Run 1, drive-strength map:
Scale: 2 px per µm.
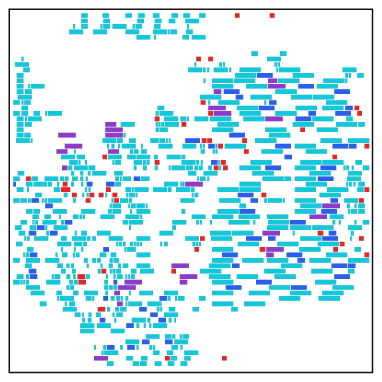
Run 1, the metal 1 layer:
Scale: 3 px per µm. Supply wires on this layer in gray. Cells faint in the background.
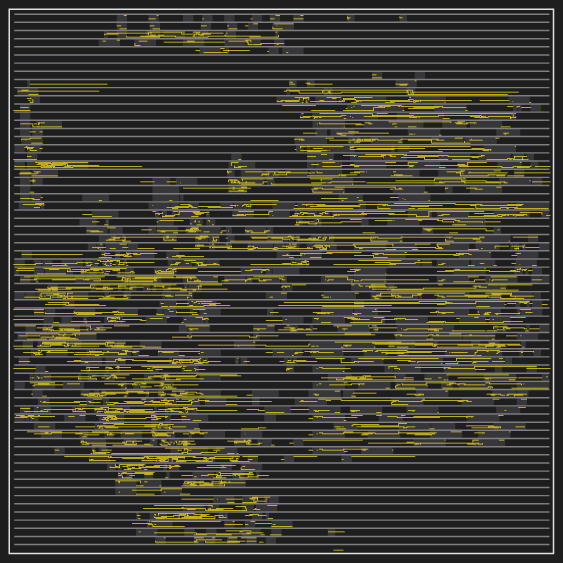
Run 1, placed standard cells:
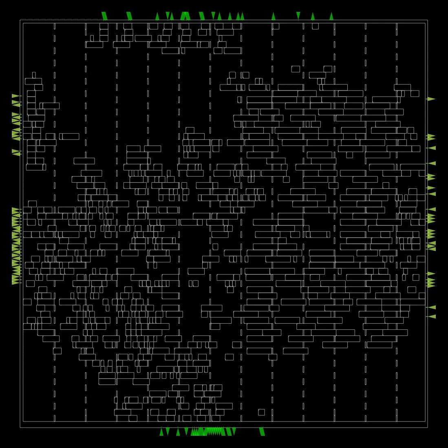
Run 1, port wiring:
Scale: 2 px per µm.
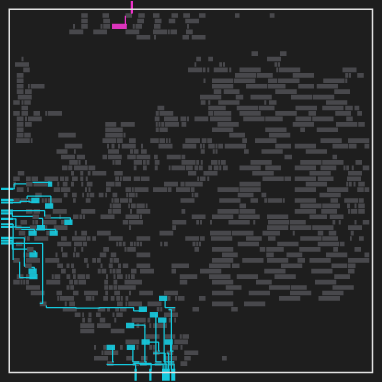
### config.mk
export PLATFORM = sky130hd
export DESIGN_NAME = vga_fb_arbiter
export DESIGN_NICKNAME = d
export VERILOG_FILES = /design/src/rtl/vga_fb_arbiter_pkg.sv /design/src/rtl/vga_fb_fifo.sv /design/src/rtl/vga_fb_arbiter.sv
export SDC_FILE = /design/constraint.sdc
export NUM_CORES = 1
export LEC_CHECK = 0
export CORE_UTILIZATION = 25
export DETAILED_ROUTE_END_ITERATION = 16
export PLACE_DENSITY = 0.47
export SYNTH_ARGS = -nofsm -noshare
export SYNTH_HDL_FRONTEND = slang
export SYNTH_SLANG_ARGS = --single-unit
export TNS_END_PERCENT = 1
### constraint.sdc
create_clock -name sys_clk -period 3.1 [get_ports sys_clk]
set_input_delay 0.31 -clock sys_clk [delete_from_list [all_inputs] [get_ports sys_clk]]
set_output_delay 0.31 -clock sys_clk [all_outputs]
set_load 0.1 [all_outputs]
### src/rtl/vga_fb_arbiter_pkg.sv
// Shared types and frame geometry for the frame-buffer arbiter.
// The display constants mirror the VGA core's timing header.
package vga_fb_arbiter_pkg;

   localparam int H_DISPLAY    = 640;
   localparam int V_DISPLAY    = 480;
   localparam int FRAME_PIXELS = H_DISPLAY * V_DISPLAY;

   typedef struct packed {
      logic valid;
      logic isHost;
      logic frameStart;
   } rd_tag_t;

endpackage

### src/rtl/vga_fb_fifo.sv
// Synchronous FIFO holding display words between SRAM returns and the line buffer.
module vga_fb_fifo #(
   parameter int WIDTH = 13,
   parameter int DEPTH = 8,
   parameter int PW    = $clog2(DEPTH),
   parameter int CW    = $clog2(DEPTH) + 1
) (
   input  logic             clk,
   input  logic             rst,
   input  logic             push,
   input  logic             pop,
   input  logic [WIDTH-1:0] wdata,
   output logic [WIDTH-1:0] rdata,
   output logic [CW-1:0]    count,
   output logic             empty,
   output logic             full
);

   logic [WIDTH-1:0] mem_q [DEPTH];
   logic [PW-1:0]    wrPtr_q, rdPtr_q;
   logic [CW-1:0]    count_q, count_d;
   logic             doPush, doPop;

   assign empty  = (count_q == '0);
   assign full   = (count_q == CW'(DEPTH));
   assign count  = count_q;
   assign rdata  = mem_q[rdPtr_q];
   assign doPush = push && !full;
   assign doPop  = pop && !empty;

   always_comb begin
      count_d = count_q;
      if (doPush && !doPop) begin
         count_d = count_q + CW'(1);
      end else if (doPop && !doPush) begin
         count_d = count_q - CW'(1);
      end
   end

   // Pointers wrap naturally because DEPTH is a power of two.
   always_ff @(posedge clk) begin
      if (rst) begin
         wrPtr_q <= '0;
         rdPtr_q <= '0;
         count_q <= '0;
      end else begin
         if (doPush) wrPtr_q <= wrPtr_q + PW'(1);
         if (doPop)  rdPtr_q <= rdPtr_q + PW'(1);
         count_q <= count_d;
      end
   end

   always_ff @(posedge clk) begin
      if (doPush) mem_q[wrPtr_q] <= wdata;
   end

endmodule

### src/rtl/vga_fb_arbiter.sv
// Shares one fixed-latency SRAM between the raster fetch engine and the host port.
// Fetch has priority; a burst counter guarantees the host a slot every BURST_MAX fetches.
module vga_fb_arbiter
   import vga_fb_arbiter_pkg::*;
#(
   parameter int RGB_SIZE   = 12,
   parameter int AW         = 19,
   parameter int READ_LAT   = 2,
   parameter int FIFO_DEPTH = 8,
   parameter int BURST_MAX  = 4
) (
   input  logic                sys_clk,
   input  logic                sys_rst,
   input  logic                fetch_en,
   input  logic                host_req,
   input  logic                host_we,
   input  logic [AW-1:0]       host_addr,
   input  logic [RGB_SIZE-1:0] host_wdata,
   output logic                host_rdy,
   output logic [RGB_SIZE-1:0] host_rdata,
   output logic                host_rvld,
   output logic                sram_ce,
   output logic                sram_we,
   output logic [AW-1:0]       sram_addr,
   output logic [RGB_SIZE-1:0] sram_wdata,
   input  logic [RGB_SIZE-1:0] sram_rdata,
   output logic [RGB_SIZE:0]   line_buffer_data,
   output logic                line_buffer_vld,
   input  logic                line_buffer_rdy
);

   localparam int CW = $clog2(FIFO_DEPTH) + 1;
   localparam int BW = $clog2(BURST_MAX + 1);
   localparam logic [AW-1:0] FA_LAST = AW'(FRAME_PIXELS - 1);

   logic [AW-1:0]       fa_q, fa_d;
   logic [CW-1:0]       inflight_q, inflight_d;
   logic [BW-1:0]       burstCnt_q, burstCnt_d;
   rd_tag_t             tag_q [READ_LAT+1];
   rd_tag_t             returnTag;
   logic                sramCe_q, sramWe_q;
   logic [AW-1:0]       sramAddr_q;
   logic [RGB_SIZE-1:0] sramWdata_q;
   logic [RGB_SIZE-1:0] hostRdata_q;
   logic                hostRvld_q;

   logic [CW-1:0]       fifoCount;
   logic                fifoEmpty, fifoFull, fifoPush, fifoPop;
   logic                fetchWant, burstHit, grantHost, grantFetch;

   // Credits cover both words already queued and reads still in the SRAM pipe.
   assign fetchWant  = fetch_en && !sys_rst &&
                       (({1'b0, inflight_q} + {1'b0, fifoCount}) < (CW+1)'(FIFO_DEPTH));
   assign burstHit   = (burstCnt_q == BW'(BURST_MAX));
   assign grantHost  = host_req && !sys_rst && (!fetchWant || burstHit);
   assign grantFetch = fetchWant && !grantHost;
   assign host_rdy   = grantHost;

   assign returnTag  = tag_q[READ_LAT];
   assign fifoPush   = returnTag.valid && !returnTag.isHost && !fifoFull;
   assign fifoPop    = !fifoEmpty && line_buffer_rdy;

   assign sram_ce    = sramCe_q;
   assign sram_we    = sramWe_q;
   assign sram_addr  = sramAddr_q;
   assign sram_wdata = sramWdata_q;
   assign host_rdata = hostRdata_q;
   assign host_rvld  = hostRvld_q;
   assign line_buffer_vld = !fifoEmpty;

   always_comb begin
      fa_d = fa_q;
      if (!fetch_en) begin
         fa_d = '0;
      end else if (grantFetch) begin
         fa_d = (fa_q == FA_LAST) ? '0 : fa_q + AW'(1);
      end
   end

   always_comb begin
      inflight_d = inflight_q + CW'(grantFetch) - CW'(fifoPush);
   end

   always_comb begin
      burstCnt_d = burstCnt_q;
      if (grantHost || !host_req) begin
         burstCnt_d = '0;
      end else if (grantFetch && !burstHit) begin
         burstCnt_d = burstCnt_q + BW'(1);
      end
   end

   always_ff @(posedge sys_clk) begin
      if (sys_rst) begin
         fa_q        <= '0;
         inflight_q  <= '0;
         burstCnt_q  <= '0;
         sramCe_q    <= 1'b0;
         sramWe_q    <= 1'b0;
         sramAddr_q  <= '0;
         sramWdata_q <= '0;
         hostRdata_q <= '0;
         hostRvld_q  <= 1'b0;
         for (int i = 0; i <= READ_LAT; i++) tag_q[i] <= '0;
      end else begin
         fa_q       <= fa_d;
         inflight_q <= inflight_d;
         burstCnt_q <= burstCnt_d;
         sramCe_q   <= grantHost || grantFetch;
         sramWe_q   <= grantHost && host_we;
         if (grantHost) begin
            sramAddr_q <= host_addr;
         end else if (grantFetch) begin
            sramAddr_q <= fa_q;
         end
         if (grantHost && host_we) sramWdata_q <= host_wdata;
         // Tag stage READ_LAT lines up with the cycle sram_rdata is valid.
         tag_q[0] <= '{valid:      (grantHost && !host_we) || grantFetch,
                       isHost:     grantHost,
                       frameStart: grantFetch && (fa_q == '0)};
         for (int i = 1; i <= READ_LAT; i++) tag_q[i] <= tag_q[i-1];
         hostRvld_q <= returnTag.valid && returnTag.isHost;
         if (returnTag.valid && returnTag.isHost) hostRdata_q <= sram_rdata;
      end
   end

   vga_fb_fifo #(
      .WIDTH (RGB_SIZE + 1),
      .DEPTH (FIFO_DEPTH)
   ) u_fifo (
      .clk   (sys_clk),
      .rst   (sys_rst),
      .push  (fifoPush),
      .pop   (fifoPop),
      .wdata ({returnTag.frameStart, sram_rdata}),
      .rdata (line_buffer_data),
      .count (fifoCount),
      .empty (fifoEmpty),
      .full  (fifoFull)
   );

endmodule

==> reports/summary.txt, run 1 <==
Least-Margin Pin Slew = 0.992 ns
WHS Path Cells = 4
sequential share of power = 38.1%
HPWL Detailed = 12500 µm
routed length on met3 = 820 µm
row cnt = 65
first-pass GRT wire length = 30000 µm
Top cell excl fill/tap = edfxtp_1
RR Startpoint = inflight_q[3]$_SDFF_PP0_
P_int = 4.95 mW
outcome = completed
RSZ-0062 raised after global routing = no
Highest Signal Layer = met4
Initial Utilization = 25.4%
Core Area = 31600 µm²
CP Data Arrival Time = 2.37 ns
top cells, area = edfxtp_1 39%, dfxtp_1 24%, mux4_2 7.3%, o221a_2 2.5%, ha_1 2.5%
Net Sw Frac = 39.0%
PwrDens = 798 nW/µm²
placed cell area = 9590 µm²
synthesis area per yosys = 8000 µm²
Nets at Floorplan = 678
final-report setup violation count = 0
CTS Sinks = 198
Critical Path Max Stage Delay = 0.56 ns
final core utilization = 32.2%
Latency at later pin = 0.43 ns
CTS H-Tree Depth = 4
hold endpoint = fa_q[16]$_SDFFE_PP0P_
fin. max-slew vios = 0
CTS root buf = clkbuf_16
crit path kind = reg -> out
Flops after synth = 198
Post-synth EDFFs = 104
most used cell along the critical path = buf_4
DP Worst Slack = 0.405 ns
Notes on 'drive-strength map' above:
_6 and larger: drawn in purple, cells 28, share 3.8%. _3 and _4 cells: drawn in red, cells 51, share 6.9%. _0 and _1 cells: drawn in cyan, cells 594, share 80%. _2 cells: drawn in blue, cells 68, share 9.2%.
count of non-CTS buffers in the layout: 134
area grow syn2layout: 27.1%
final instance area: 10200 µm²
final setup margin: 0.420 ns

Notes on 'the metal 1 layer' above:
The wires run mostly horizontal. The layer carries 9000 µm of wire. The layer holds 47% of the routed length. 728 nets have wire on it. The longest straight run is 48.3 µm.
DR vias: 5031
Routed Wire Length: 19100 µm
met1 Use GR: 16.1%

Notes on 'placed standard cells' above:
seq_cells: 198
filler cell count: 3169
sequential share of cell area: 49.2%
Tap Cells: 402

Notes on 'port wiring' above:
`host_addr`: drawn in cyan, bits 19, direction input, edge 11 west, 8 south, end cells 19, wire 560 µm. `sram_we`: drawn in magenta, bits 1, direction output, edge north, end cells 1, wire 6.40 µm.
I/O Buffers: 109
I/O pin cnt: 110

==> run 1: registers in the layout, indices dropped and copies added (netlist names), 4 cells and up, named ones only <==
register / flops
u_fifo.mem_q: 104
fa_q: 19
sram_addr: 19
host_rdata: 12
sram_wdata: 12
tag_q: 9
inflight_q: 4
u_fifo.count: 4
==> run 1: how the worst max path moves through the flow <==
| stage | from | end | slack (ns) | depth (start not counted) |
|---|---|---|---|---|
| floorplan | u_fifo.count[0]$_SDFFE_PP0P_ | u_fifo.count[3]$_SDFFE_PP0P_ | 0.1 | 11 |
| global placement | fetch_en | inflight_q[2]$_SDFF_PP0_ | 0.43 | 12 |
| detailed placement | fetch_en | inflight_q[2]$_SDFF_PP0_ | 0.41 | 12 |
| CTS | flip-flop | line_buffer_data[11] | 0.34 | 4 |
| global route | flip-flop | line_buffer_data[11] | 0.27 | 4 |
| finish | flip-flop | line_buffer_data[11] | 0.42 | 4 |
==> run 1: logic make-up (layout without fill, tap and decap cells) <==
logic type	after synthesis	after routing	share of synthesized area [%]
xor+xnor	19	19	2.08
simple gates	172	172	10.7
compound gates	79	79	6.85
mux	56	56	11.3
fa+ha+maj	18	18	3.00
buf+inv	69	199	3.60
flops	198	198	62.5
==> run 1: cell type report <==
class	instances	area share, %
Inverter	33	1.22
Clock buffer	19	4.35
Sequential cell	198	49.2
Multi-Input combinational cell	344	26.8
Timing Repair Buffer	134	12.2
Tap cell	402	4.94
Clock inverter	13	1.35
==> run 1: worst reg2reg max path, delay by kind of cell (launching register included) <==
kind	cells	cell delay, ns
xor+xnor	1	0.16
fa+ha+maj	4	1.11
buf+inv	3	0.20
flops	1	0.33
simple gates	4	0.58
==> run 1: layer usage <==
layer,up-vias,GRT usage [%]
met4,0,3.04
met5,-,0
met3,9,3.04
li1,2460,-
met1,2460,16.1
met2,102,19.7
--- run 2 (diff from run 1) ---
--- a/config.mk
+++ b/config.mk
@@ -5,10 +5,13 @@
 export SDC_FILE = /design/constraint.sdc
 export NUM_CORES = 1
 export LEC_CHECK = 0
+export CELL_PAD_IN_SITES_DETAIL_PLACEMENT = 0
+export CELL_PAD_IN_SITES_GLOBAL_PLACEMENT = 1
 export CORE_UTILIZATION = 25
 export DETAILED_ROUTE_END_ITERATION = 16
-export PLACE_DENSITY = 0.47
+export PLACE_DENSITY = 0.59
 export SYNTH_ARGS = -nofsm -noshare
 export SYNTH_HDL_FRONTEND = slang
+export SYNTH_HIERARCHICAL = 1
 export SYNTH_SLANG_ARGS = --single-unit
 export TNS_END_PERCENT = 1
Run 2, drive-strength map:
Scale: 2 px per µm.
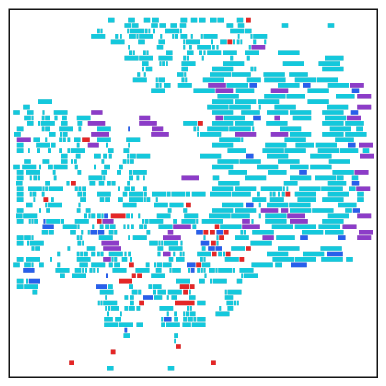
_2 cells: drawn in blue, cells 35, share 4.6%. _6 and larger: drawn in purple, cells 45, share 5.9%. _0 and _1 cells: drawn in cyan, cells 652, share 85%. _3 and _4 cells: drawn in red, cells 34, share 4.4%.
final setup margin: 0.271 ns
count of non-CTS buffers in the layout: 129
final instance area: 10600 µm²

==> run 2 against run 1 <==
Global-route usage shrank 0.19 points. Largest power group unchanged. Design area up 4.1%. Synthesized area increased by 2.6%.
==> reports/summary.txt, run 2 <==
Flops after synth = 198
Worst Path Required = 3.42 ns
Core Area = 32000 µm²
row cnt = 65
yosys cell count = 639
Tmin final = 2.83 ns
HPWL Detailed = 12400 µm
synth cell count leaders = 104 x edfxtp_1, 94 x dfxtp_1, 87 x nand2_1
DRT antenna net count = 0
MI comb cells = 384
clock buffer count = 17
CTS root buf = clkbuf_16
first-pass GRT wire length = 30500 µm
seq_cells = 198
I/O Buffers = 109
inverters = 23
CP Data Arrival Time = 3.15 ns
Least-Margin Pin Slew = 1.00 ns
I/O pin cnt = 110
sequential share of cell area = 47.3%
vias in the first global route = 5295
area grow syn2layout = 29.0%
Latency at later pin = 0.43 ns
Tap Cells = 435
Nets at Floorplan = 706
final-report setup violation count = 0
crit path kind = reg -> reg
Buf/Inv on CP = 3
Routed Wire Length = 19200 µm
Top cell excl fill/tap = edfxtp_1
RSZ-0062 raised after global routing = no
P_int = 4.75 mW
buffer share of cell area = 12.8%
sequential share of power = 40.8%
share of cells above drive strength 1 = 14.9%
top cells, area = edfxtp_1 38%, dfxtp_1 23%, mux4_1 7.7%, nand2_1 4.0%, ha_1 2.4%
All-Layer GR Usage = 11.9%
CTS H-Tree Depth = 4
Comb/total area = 27.9%
Initial Utilization = 25.7%
CTS Sinks = 198
worst vdd ir = 0.328 mV
Largest register FFs = 104
fin. max-slew vios = 0
CP delay by family, top = simple AND/OR/NAND/NOR gates
outcome = completed
filler cell count = 3136
Top class by area = sequential cells
PwrDens = 683 nW/µm²
final core utilization = 33.1%
synthesis area per yosys = 8210 µm²
most used cell along the critical path = inv_1
Run 2, port wiring:
Scale: 2 px per µm.
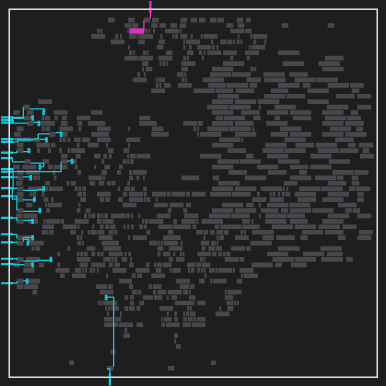
`sram_we`: drawn in magenta, bits 1, direction output, edge north, end cells 1, wire 8.70 µm. `host_addr`: drawn in cyan, bits 19, direction input, edge 18 west, 1 south, end cells 19, wire 317 µm.

-- run 2: routing by layer --
layer  GRT usage, %  wire, µm  vias to the layer above
met3           3.10       813                       11
met4           2.30       119                        0
li1               -         -                     2579
met2           19.6      9110                      109
met5              0         0                        -
met1           15.9      9200                     2542
-- run 2: final timing paths --
kind	end	from	depth (start not counted)	slack, ns
hold / removal	u_fifo/rdPtr_q[0]$_SDFFE_PP0P_	sys_rst	2	0.28
hold reg to reg	tag_q[0][3]$_SDFF_PP0_	tag_q[0][0]$_SDFF_PP0_	1	0.44
setup / recovery	u_fifo/count[3]$_SDFFE_PP0P_	u_fifo/count[3]$_SDFFE_PP0P_	12	0.27
setup reg to reg	u_fifo/count[3]$_SDFFE_PP0P_	u_fifo/count[3]$_SDFFE_PP0P_	12	0.27
-- run 2: cells by family (layout without fill, tap and decap cells) --
group	Yosys count	in the layout	share of synthesized area [%]
AOI/OAI and AO/OA	68	68	5.95
xor gates and xnor gates	14	14	1.49
adders and majority gates	18	18	2.93
buffers and inverters	57	184	3.40
DFF	198	198	61.0
muxes	43	43	10.5
and+or+nand+nor	241	241	14.7
-- run 2: timing repair --
action                     CTS  global route
setup endpoints to repair    0             1
hold buffers                 0             0
resized                      0             1
-- run 2: power groups by stage --
stage          sequential [mW]  combinational, mW  clock [mW]
2_1_floorplan             3.29               1.11           0
3_3_place_gp              3.01               1.93           0
3_5_place_dp              3.01               1.94           0
4_1_cts                   2.95               1.94        2.42
5_1_grt                   2.97               2.06        2.54
6_report                  2.95               1.92        2.36
-- run 2: stage by stage --
step           total power, mW  cells  instance area, µm²
6_report                  7.23   1201               10600
5_1_grt                   7.57   1201               10600
4_1_cts                   7.32   1201               10600
3_5_place_dp              4.95   1169                9950
3_3_place_gp              4.95   1169                9950
2_1_floorplan             4.40    639                8210
--- run 3 (diff from run 2) ---
--- a/config.mk
+++ b/config.mk
@@ -10,6 +10,7 @@
 export CORE_UTILIZATION = 25
 export DETAILED_ROUTE_END_ITERATION = 16
 export PLACE_DENSITY = 0.59
+export SKIP_CTS_REPAIR_TIMING = 1
 export SYNTH_ARGS = -nofsm -noshare
 export SYNTH_HDL_FRONTEND = slang
 export SYNTH_HIERARCHICAL = 1
Run 3, the metal 1 layer:
Scale: 3 px per µm. Supply wires on this layer in gray. Cells faint in the background.
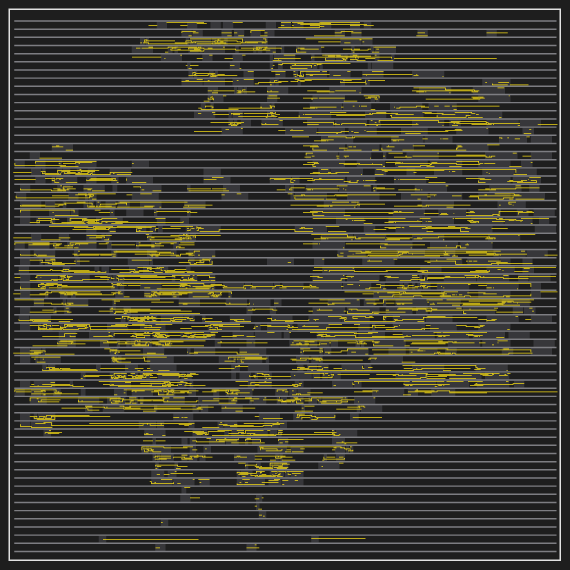
The longest straight run is 80.5 µm. 740 nets have wire on it. The layer holds 48% of the routed length. The layer carries 9200 µm of wire.
Routed Wire Length: 19200 µm
DR vias: 5241
met1 Use GR: 15.9%

==> run 3 against run 2 <==
Global-route usage is the same. Total power is the same. Sequential share of layout area stayed put. Synthesized cell count stayed put. Highest routed layer unchanged. Critical path depth is the same. Register-to-register slack barely moved. Design area did not move. Via count unchanged. Largest power group unchanged. First-iteration DRC count stayed put. Combinational power barely moved. Clock-buffer cell count did not move. Synthesized area stayed put.
==> reports/summary.txt, run 3 <==
I/O pin cnt = 110
outcome = completed
vias in the first global route = 5295
busiest grt layer = met2
Highest Signal Layer = met4
Tmin final = 2.83 ns
Nets at Floorplan = 706
synthesis area per yosys = 8210 µm²
crit path kind = reg -> reg
Worst Path Required = 3.42 ns
Hold Crit Start = sys_rst
row cnt = 65
Flops after synth = 198
Top cell excl fill/tap = edfxtp_1
Net Sw Frac = 34.3%
DRT antenna net count = 0
Post-synth EDFFs = 104
met2 Use GR = 19.6%
fin. max-slew vios = 0
CTS H-Tree Depth = 4
top cells, area = edfxtp_1 38%, dfxtp_1 23%, mux4_1 7.7%, nand2_1 4.0%, ha_1 2.4%
Largest register FFs = 104
Pwr Total = 7.23 mW
share of cells above drive strength 1 = 14.9%
Core Area = 32000 µm²
routed length on met3 = 813 µm
CTS root buf = clkbuf_16
HPWL Detailed = 12400 µm
P_int = 4.75 mW
synth cell count leaders = 104 x edfxtp_1, 94 x dfxtp_1, 87 x nand2_1
Latency at later pin = 0.43 ns
yosys cell count = 639
GRT met3 Usage = 3.10%
final setup margin = 0.271 ns
largest register by flop count = u_fifo/mem_q
sequential share of power = 40.8%
Run 3, port wiring:
Scale: 2 px per µm.
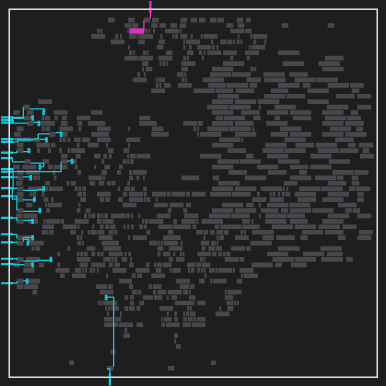
`host_addr`: drawn in cyan, bits 19, direction input, edge 18 west, 1 south, end cells 19, wire 317 µm. `sram_we`: drawn in magenta, bits 1, direction output, edge north, end cells 1, wire 8.70 µm.

## run 3: final timing paths
path	cells past startpoint	to	slack, ns
max	12	u_fifo/count[3]$_SDFFE_PP0P_	0.27
min	2	u_fifo/rdPtr_q[0]$_SDFFE_PP0P_	0.28
max reg2reg	12	u_fifo/count[3]$_SDFFE_PP0P_	0.27
min reg2reg	1	tag_q[0][3]$_SDFF_PP0_	0.44
## run 3: layout make-up
class                   count  area [µm²]
clock inverters            15         209
multi-input cells         384        2960
flip-flops and latches    198        5000
inverters                  23        88.8
fillers                  3136       21400
clock buffers              17         425
repair buffers            129        1360
well taps                 435         544
## run 3: critical path, stage by stage, from the launching register on
cell	delay (ns)
dfxtp_1	0.47
or4b_4	0.52
inv_1	0.08
nor3b_2	0.06
nand2_2	0.06
inv_1	0.08
ha_1	0.22
inv_1	0.13
ha_1	0.28
a21oi_1	0.19
a211oi_1	0.09
a31oi_1	0.18
mux2_2	0.35
## run 3: kinds of logic after synthesis
group,count (synthesis),synth area share [%]
and+or+nand+nor,241,14.7
DFF,198,61.0
xor gates and xnor gates,14,1.49
AOI/OAI and AO/OA,68,5.95
adders and majority gates,18,2.93
muxes,43,10.5
buffers and inverters,57,3.40
## run 3: power groups by stage
stage | Combinational, mW | Clock (mW) | Sequential (mW)
floorplan | 1.11 | 0 | 3.29
global placement | 1.93 | 0 | 3.01
detailed placement | 1.94 | 0 | 3.01
CTS | 1.94 | 2.42 | 2.95
global route | 2.06 | 2.54 | 2.97
finish | 1.92 | 2.36 | 2.95
## run 3: metrics by stage
stage | cells | area, µm²
floorplan | 639 | 8210
global placement | 1169 | 9950
detailed placement | 1169 | 9950
CTS | 1201 | 10600
global route | 1201 | 10600
finish | 1201 | 10600

==> layout pictures side by side <==
Cell area per tile.
Scale: 2 px per µm. The die is cut into 18 by 18 equal tiles; dark blue is low, red is high, 0 to 100% covered.
(a)
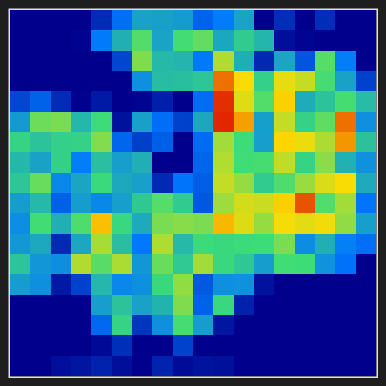
(b)
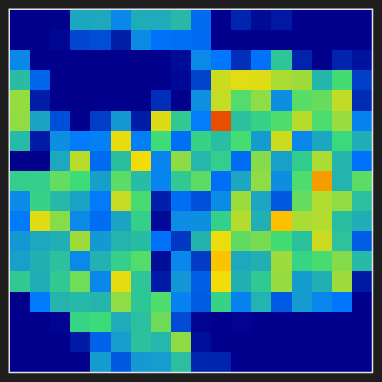
For run 1, see (b).
For run 3, see (a).

Key to (a):
27% of the tiles are nearly empty. The densest ninth of the die: east. The mean over all tiles is 30%. The fullest tile reaches 96%. 3.7% of the tiles are over 75% full.

Power and IR drop assume default switching activity.
